Run 1, power grid:
(3 px per um) Pins as bars on the die edge.
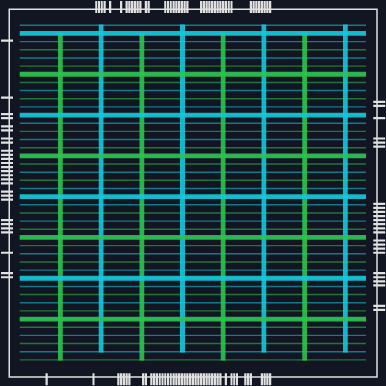
Run 1, placed cells, one color a class:
(2 px per um) Fill, decap, tap and diode cells in gray.
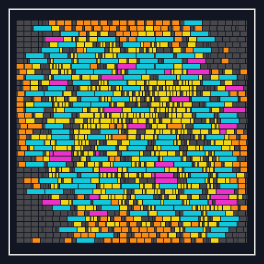
Run 1, clock network drawn from the DEF:
(4 px per um)
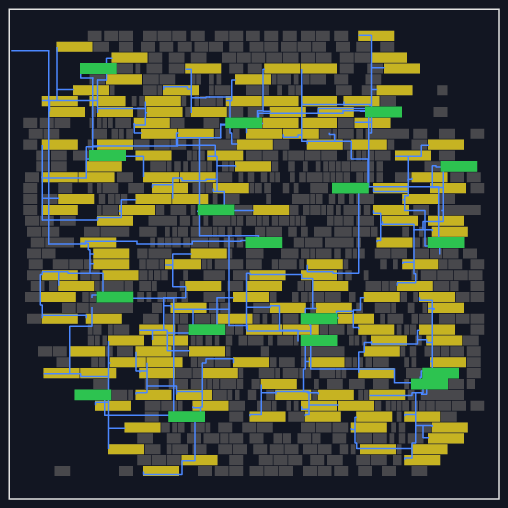
Run 1, routed metal, one color a layer:
(3 px per um) Only two layers are drawn.
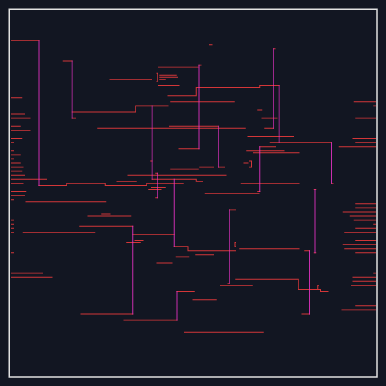
$ cat src/rtl/seq_wide_cmp_pkg.sv
// Shared types and helpers for the sequential wide comparator.
package seq_wide_cmp_pkg;

  typedef enum logic [0:0] {
    StIdle = 1'b0,
    StRun  = 1'b1
  } state_e;

  // Chunk-index register width; kept at least one bit so a single-chunk build still elaborates.
  function automatic int unsigned idx_width(input int unsigned nchunk);
    return (nchunk > 1) ? $clog2(nchunk) : 1;
  endfunction

endpackage

$ cat src/rtl/seq_cmp_chunk.sv
// Combinational CHUNK-bit compare. invert_msb turns the unsigned compare into a signed one.
module seq_cmp_chunk #(
  parameter int unsigned CHUNK = 16
) (
  input  logic [CHUNK-1:0] x,
  input  logic [CHUNK-1:0] y,
  input  logic             invert_msb,
  output logic             eq,
  output logic             gt
);

  logic [CHUNK-1:0] flip;

  // Flipping both sign bits maps two's-complement order onto unsigned order.
  always_comb begin
    flip            = '0;
    flip[CHUNK-1]   = invert_msb;
  end

  assign eq = (x == y);
  assign gt = ((x ^ flip) > (y ^ flip));

endmodule

$ cat src/rtl/seq_wide_cmp.sv
// Multi-cycle wide comparator: walks the operands MSB chunk first, one chunk per cycle.
module seq_wide_cmp
  import seq_wide_cmp_pkg::*;
#(
  parameter int unsigned WIDTH      = 64,
  parameter int unsigned CHUNK      = 16,
  parameter bit          EARLY_EXIT = 1'b1
) (
  input  logic             clk,
  input  logic             rst_n,
  input  logic             start,
  input  logic             flush,
  input  logic             op_signed,
  input  logic [WIDTH-1:0] a,
  input  logic [WIDTH-1:0] b,
  output logic             busy,
  output logic             done,
  output logic             equal,
  output logic             larger,
  output logic             less,
  output logic             gez,
  output logic             lez
);

  localparam int unsigned NCHUNK = (CHUNK == 0) ? 0 : WIDTH / CHUNK;
  localparam int unsigned IDX_W  = idx_width(NCHUNK);
  localparam logic [IDX_W-1:0] LAST_IDX = IDX_W'(NCHUNK - 1);

  if ((CHUNK == 0) || (NCHUNK < 1) || ((WIDTH % CHUNK) != 0)) begin : g_param_err
    $error("seq_wide_cmp: WIDTH must be a non-zero multiple of CHUNK");
  end

  state_e           state_q;
  logic [IDX_W-1:0] idx_q;
  logic [WIDTH-1:0] a_q, b_q;
  logic             sgn_q, a_zero_q, a_neg_q;
  logic             diff_q, diff_gt_q;
  logic             done_q, equal_q, larger_q, less_q, gez_q, lez_q;

  logic [CHUNK-1:0] ch_x, ch_y;
  logic             ch_eq, ch_gt, invert_msb;
  logic             last, diff_any, diff_gt_sel, decide;

  // Select the current chunk of the captured operands (chunk 0 is the MSB chunk).
  always_comb begin
    ch_x = '0;
    ch_y = '0;
    for (int unsigned i = 0; i < NCHUNK; i++) begin
      if (idx_q == IDX_W'(i)) begin
        ch_x = a_q[WIDTH-1-i*CHUNK -: CHUNK];
        ch_y = b_q[WIDTH-1-i*CHUNK -: CHUNK];
      end
    end
  end

  assign invert_msb = sgn_q & (idx_q == '0);

  seq_cmp_chunk #(
    .CHUNK (CHUNK)
  ) u_chunk (
    .x          (ch_x),
    .y          (ch_y),
    .invert_msb (invert_msb),
    .eq         (ch_eq),
    .gt         (ch_gt)
  );

  // Decision terms: a difference latched on an earlier chunk wins over the current chunk.
  always_comb begin
    last        = (idx_q == LAST_IDX);
    diff_any    = diff_q | ~ch_eq;
    diff_gt_sel = diff_q ? diff_gt_q : ch_gt;
    decide      = (EARLY_EXIT && !ch_eq) || last;
  end

  // FSM, chunk counter, operand capture and registered results.
  always_ff @(posedge clk or negedge rst_n) begin
    if (!rst_n) begin
      state_q   <= StIdle;
      idx_q     <= '0;
      a_q       <= '0;
      b_q       <= '0;
      sgn_q     <= 1'b0;
      a_zero_q  <= 1'b0;
      a_neg_q   <= 1'b0;
      diff_q    <= 1'b0;
      diff_gt_q <= 1'b0;
      done_q    <= 1'b0;
      equal_q   <= 1'b0;
      larger_q  <= 1'b0;
      less_q    <= 1'b0;
      gez_q     <= 1'b0;
      lez_q     <= 1'b0;
    end else begin
      done_q <= 1'b0;
      case (state_q)
        StIdle: begin
          if (start && !flush) begin
            state_q   <= StRun;
            idx_q     <= '0;
            a_q       <= a;
            b_q       <= b;
            sgn_q     <= op_signed;
            a_zero_q  <= ~|a;
            a_neg_q   <= op_signed & a[WIDTH-1];
            diff_q    <= 1'b0;
            diff_gt_q <= 1'b0;
          end
        end
        StRun: begin
          if (flush) begin
            // Abort: results keep their previous values, no done pulse.
            state_q <= StIdle;
          end else if (decide) begin
            state_q  <= StIdle;
            done_q   <= 1'b1;
            equal_q  <= ~diff_any;
            larger_q <= diff_any & diff_gt_sel;
            less_q   <= diff_any & ~diff_gt_sel;
            gez_q    <= ~a_neg_q;
            lez_q    <= a_neg_q | a_zero_q;
          end else begin
            idx_q <= idx_q + IDX_W'(1);
            // Only reachable with a difference when early exit is off: remember the first one.
            if (!ch_eq && !diff_q) begin
              diff_q    <= 1'b1;
              diff_gt_q <= ch_gt;
            end
          end
        end
        default: state_q <= StIdle;
      endcase
    end
  end

  assign busy   = (state_q == StRun);
  assign done   = done_q;
  assign equal  = equal_q;
  assign larger = larger_q;
  assign less   = less_q;
  assign gez    = gez_q;
  assign lez    = lez_q;

endmodule

$ cat config.mk
export PLATFORM = sky130hd
export DESIGN_NAME = seq_wide_cmp
export DESIGN_NICKNAME = d
export VERILOG_FILES = /design/src/rtl/seq_wide_cmp_pkg.sv /design/src/rtl/seq_cmp_chunk.sv /design/src/rtl/seq_wide_cmp.sv
export SDC_FILE = /design/constraint.sdc
export NUM_CORES = 1
export LEC_CHECK = 0
export CAP_MARGIN = 20
export CORE_MARGIN = 3
export CORE_UTILIZATION = 52
export CTS_CLUSTER_SIZE = 20
export DETAILED_ROUTE_END_ITERATION = 6
export PLACE_DENSITY = 0.8
export SETUP_SLACK_MARGIN = 0.1
export SYNTH_ARGS = -nofsm -noshare
export SYNTH_HDL_FRONTEND = slang
export SYNTH_SLANG_ARGS = --single-unit
$ cat constraint.sdc
create_clock -name clk -period 4.33 [get_ports clk]
set_clock_uncertainty 0.1 [all_clocks]
set_input_delay 0.433 -clock clk [delete_from_list [all_inputs] [get_ports clk]]
set_output_delay 0.433 -clock clk [all_outputs]
set_load 0.01 [all_outputs]
==> impl_metrics.py, run 1 <==
# Synthesis and PnR figures
metrics = {
    "run_status": {
        "status": "complete, no violations",
    },
    "critical_path": {
        "crit_end": "less",
        "cpMaxStageDelayCell": "ha_2",
        "cp_slowest_stage_delay_ns": 0.58,
        "crit_type": "reg2reg",
        "r2r-start": "idx_q[0]",
        "worst-path-max-fanout": 33,
        "required_ns": 4.53,
        "end_kind": "flop",
        "r2r_slack_ns": 0.54,
        "startpoint": "idx_q[0]",
        "cp.depth": 16,
        "critPathArrivalTime_ns": 3.99,
    },
    "cells_and_area": {
        "clock_cell_area_share": 0.07166,
        "fill_cells": 891,
        "fin_util": 0.7146,
        "comb_share": 0.3548,
        "layout_top_cell": "dfrtp_1",
        "stdcell_area_um2": 9201,
        "buffers_excl_clock": 147,
        "fin_nets": 925,
        "n_all_inverters": 5,
        "reg.largest.list": "a_q x64, b_q x64, idx_q x2",
        "drive_gt1_frac": 0.2293,
        "diodes": 0,
        "flop_area_um2": 3553,
        "mostFrequentLayoutCells": "142 x dfrtp_1, 138 x clkdlybuf4s50_1, 130 x mux2_2",
        "finalNonFillerCells": 957,
        "nMultiInputCombCells": 460,
    },
    "synth": {
        "synth-edff-count": 0,
        "ys_types": 40,
        "ys_ff": 142,
        "synthCells": 648,
        "ys_sh_xor": 0.002322,
        "simple_gate_share": 0.1184,
        "yosysTopAreaCell": "dfrtp_1",
        "ys_async_sr_fraction": 1.000,
        "ys_cells": 648,
        "postSynthSeqShare": 0.5073,
        "yosysTopAreaCellShare": 0.5073,
        "synth.cellmix.compoundShare": 0.09914,
        "ys_chip_area_um2": 7004,
        "netlist_area_um2": 7004,
        "netlist_top_cells_count": "142 x dfrtp_1, 130 x mux2_2, 82 x nor2_1",
        "synth.avg_cell_area_um2": 10.81,
        "syn_nets": 800,
        "synthMuxAreaShare": 0.2104,
        "ff_type": "dfrtp_1",
    },
    "routing": {
        "wl_mm": 18.18,
        "via_per_inst": 5.715,
        "route.detailed.drc": 0,
        "avgRoutedWirePerCell_um": 19.00,
        "vias": 5469,
        "drtAntennaViolNets": 0,
        "wl_met2_mm": 9.118,
        "drt-pass1-iter-count": 5,
    },
    "power_and_ir_drop": {
        "maxPowerGroup": "sequential cells",
        "switchingPower_uw": 1293,
        "seq_power_uw": 1710,
        "p_comb_uw": 1170,
        "combPwrFrac": 0.259,
        "powerDensity_nw_per_um2": 492.2,
    },
    "placement": {
        "io_buffers": 139,
        "placed_area_um2": 8522,
        "place_congestion": 0.8531,
        "pre_cts_slack_ns": 0.5083,
        "place_hpwl_mm": 13.13,
    },
    "run": {
        "max-cap-violations": 0,
        "tool_warnings": 33,
    },
    "floorplan": {
        "io_pins": 140,
        "tap_cells": 172,
        "initCoreUtil": 0.5440,
    },
    "final_timing": {
        "setup_viol": 0,
        "max_slew.worst_pin.slew_ns": 0.9866,
        "relSlewSlack": 0.3423,
        "drv_slew": 0,
        "tns_ns": 0,
        "hold_slack_ns": 0.02852,
        "setup_ws_ns": 0.5413,
    },
    "clocking": {
        "cts_buffer_depth": 2,
        "cts_resized": 0,
        "htreeDepth": 4,
        "postCtsSetupBuffers": 0,
    },
    "global_route": {
        "antenna_found_initial": 0,
        "use_met1": 0.3284,
        "grt.overflow.total": 0,
        "grt_pass1_wl_mm": 29.06,
        "grt_max_degree": 136,
        "track_usage": 0.2562,
    },
}
Back to the opening pictures, 'power grid':
[VSS] green
[VDD] cyan
signal pins: 140
met4 straps: 8
met1 rails: 42
die height: 122.1 um
CORE AREA: 12,880 um2
Max VDD drop: 325.4 uV

Back to the opening pictures, 'placed cells, one color a class':
[all other logic] yellow | cells: 465 | share of their area: 37%
[other buffers and delay cells] orange | cells: 147 | share of their area: 17%
[flip-flops] cyan | cells: 142 | share of their area: 40%
[clock drivers and dummy loads] magenta | cells: 31 | share of their area: 7.3%

Back to the opening pictures, 'clock network drawn from the DEF':
[clock wires] blue | length: 1,760 um
[flip-flops] yellow | count: 142
[cells driving clock nets] green | count: 17
routed clock nets: 18
power share of the clock group: 0.364
clk latency late pin: 0.43 ns
clk pwr: 1650 uW

Back to the opening pictures, 'routed metal, one color a layer':
[met3] red | wire length: 1,060 um
[met4] magenta | wire length: 343 um

Run 1, cell outlines without signal wires:
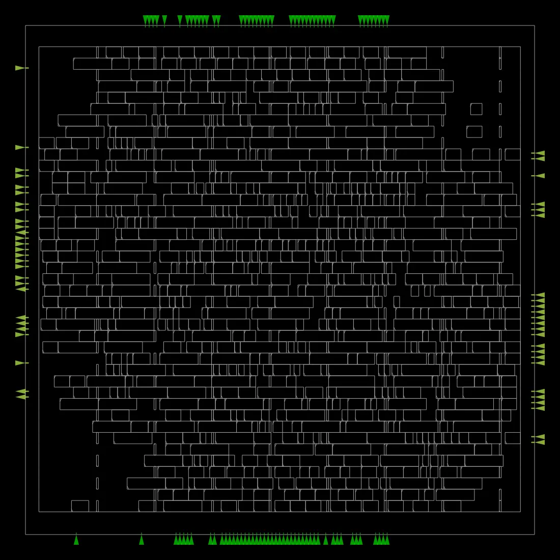

## Run 2: what changed since run 1
--- a/config.mk
+++ b/config.mk
@@ -5,7 +5,7 @@
 export SDC_FILE = /design/constraint.sdc
 export NUM_CORES = 1
 export LEC_CHECK = 0
-export CAP_MARGIN = 20
+export CORE_ASPECT_RATIO = 0.9
 export CORE_MARGIN = 3
 export CORE_UTILIZATION = 52
 export CTS_CLUSTER_SIZE = 20
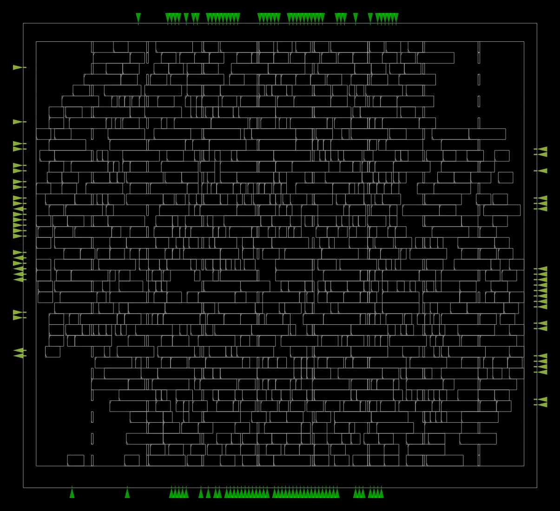
Run 2: cell outlines without signal wires
Util after Layout: 0.7036
sequential share of cell area: 0.3905
Well Taps: 164
row count: 39

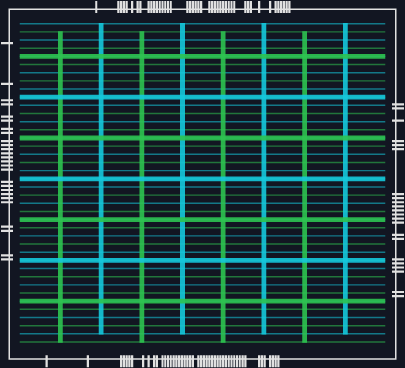
Run 2: power grid
(3 px per um) Pins as bars on the die edge.
[VSS] green
[VDD] cyan
met1 rails: 40
signal pins: 140
rows: 39
met4 straps: 8
Max VDD drop: 324.5 uV
die width: 128.3 um

==> run 2 against run 1 <==
Area after synthesis unchanged. Synthesized cell count unchanged. Utilization down 1.1 points. Non-clock buffer count down 1. Global-route usage down 0.64 points. Sequential power about the same. Fmax down 2.9%. Total power down 4.5%. First-iteration DRC count up 3.9%. Largest cell class unchanged.
==> impl_metrics.py, run 2 <==
# Synthesis and PnR figures
metrics = {
    "run_status": {
        "status": "complete, no violations",
    },
    "synth": {
        "syn_nets": 800,
        "ys_chip_area_um2": 7004,
        "ys_types": 40,
        "postSynthSeqShare": 0.5073,
        "ys_sh_xor": 0.002322,
        "ff_type": "dfrtp_1",
        "netlist_top_cells_count": "142 x dfrtp_1, 130 x mux2_2, 82 x nor2_1",
        "synth.cellmix.compoundShare": 0.09914,
        "synth.avg_cell_area_um2": 10.81,
        "ys_cells": 648,
    },
    "cells_and_area": {
        "mostFrequentLayoutCells": "142 x dfrtp_1, 138 x clkdlybuf4s50_1, 130 x mux2_2",
        "n_all_inverters": 5,
        "comb_share": 0.3588,
        "diodes": 0,
        "reg.largest.list": "a_q x64, b_q x64, idx_q x2",
        "nMultiInputCombCells": 460,
        "layout_top_cell": "dfrtp_1",
        "buffers_excl_clock": 146,
    },
    "floorplan": {
        "io_pins": 140,
    },
    "critical_path": {
        "r2r-start": "idx_q[0]",
        "crit_type": "reg2reg",
        "cp.depth": 11,
    },
    "routing": {
        "vias": 5428,
    },
    "clocking": {
        "insertion_delay_ns": 0.42,
        "htreeDepth": 4,
        "cts_buffer_depth": 2,
        "postCtsSetupBuffers": 0,
    },
    "power_and_ir_drop": {
        "pg_clk_uw": 1450,
    },
    "final_timing": {
        "setup_viol": 0,
        "setup_ws_ns": 0.4298,
        "hold_slack_ns": 0.03216,
    },
    "run": {
        "tool_warnings": 33,
    },
    "placement": {
        "io_buffers": 139,
        "placed_area_um2": 8512,
        "pre_cts_slack_ns": 0.5163,
    },
    "global_route": {
        "grt.overflow.total": 0,
        "grt_pass1_wl_mm": 28.83,
    },
}
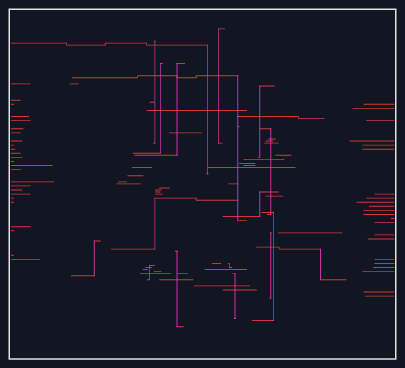
Run 2: routed metal, one color a layer
(3 px per um) Only two layers are drawn.
[met4] magenta | wire length: 426 um
[met3] red | wire length: 868 um

Power figures rest on the tool's default switching activity, not on a simulated workload.
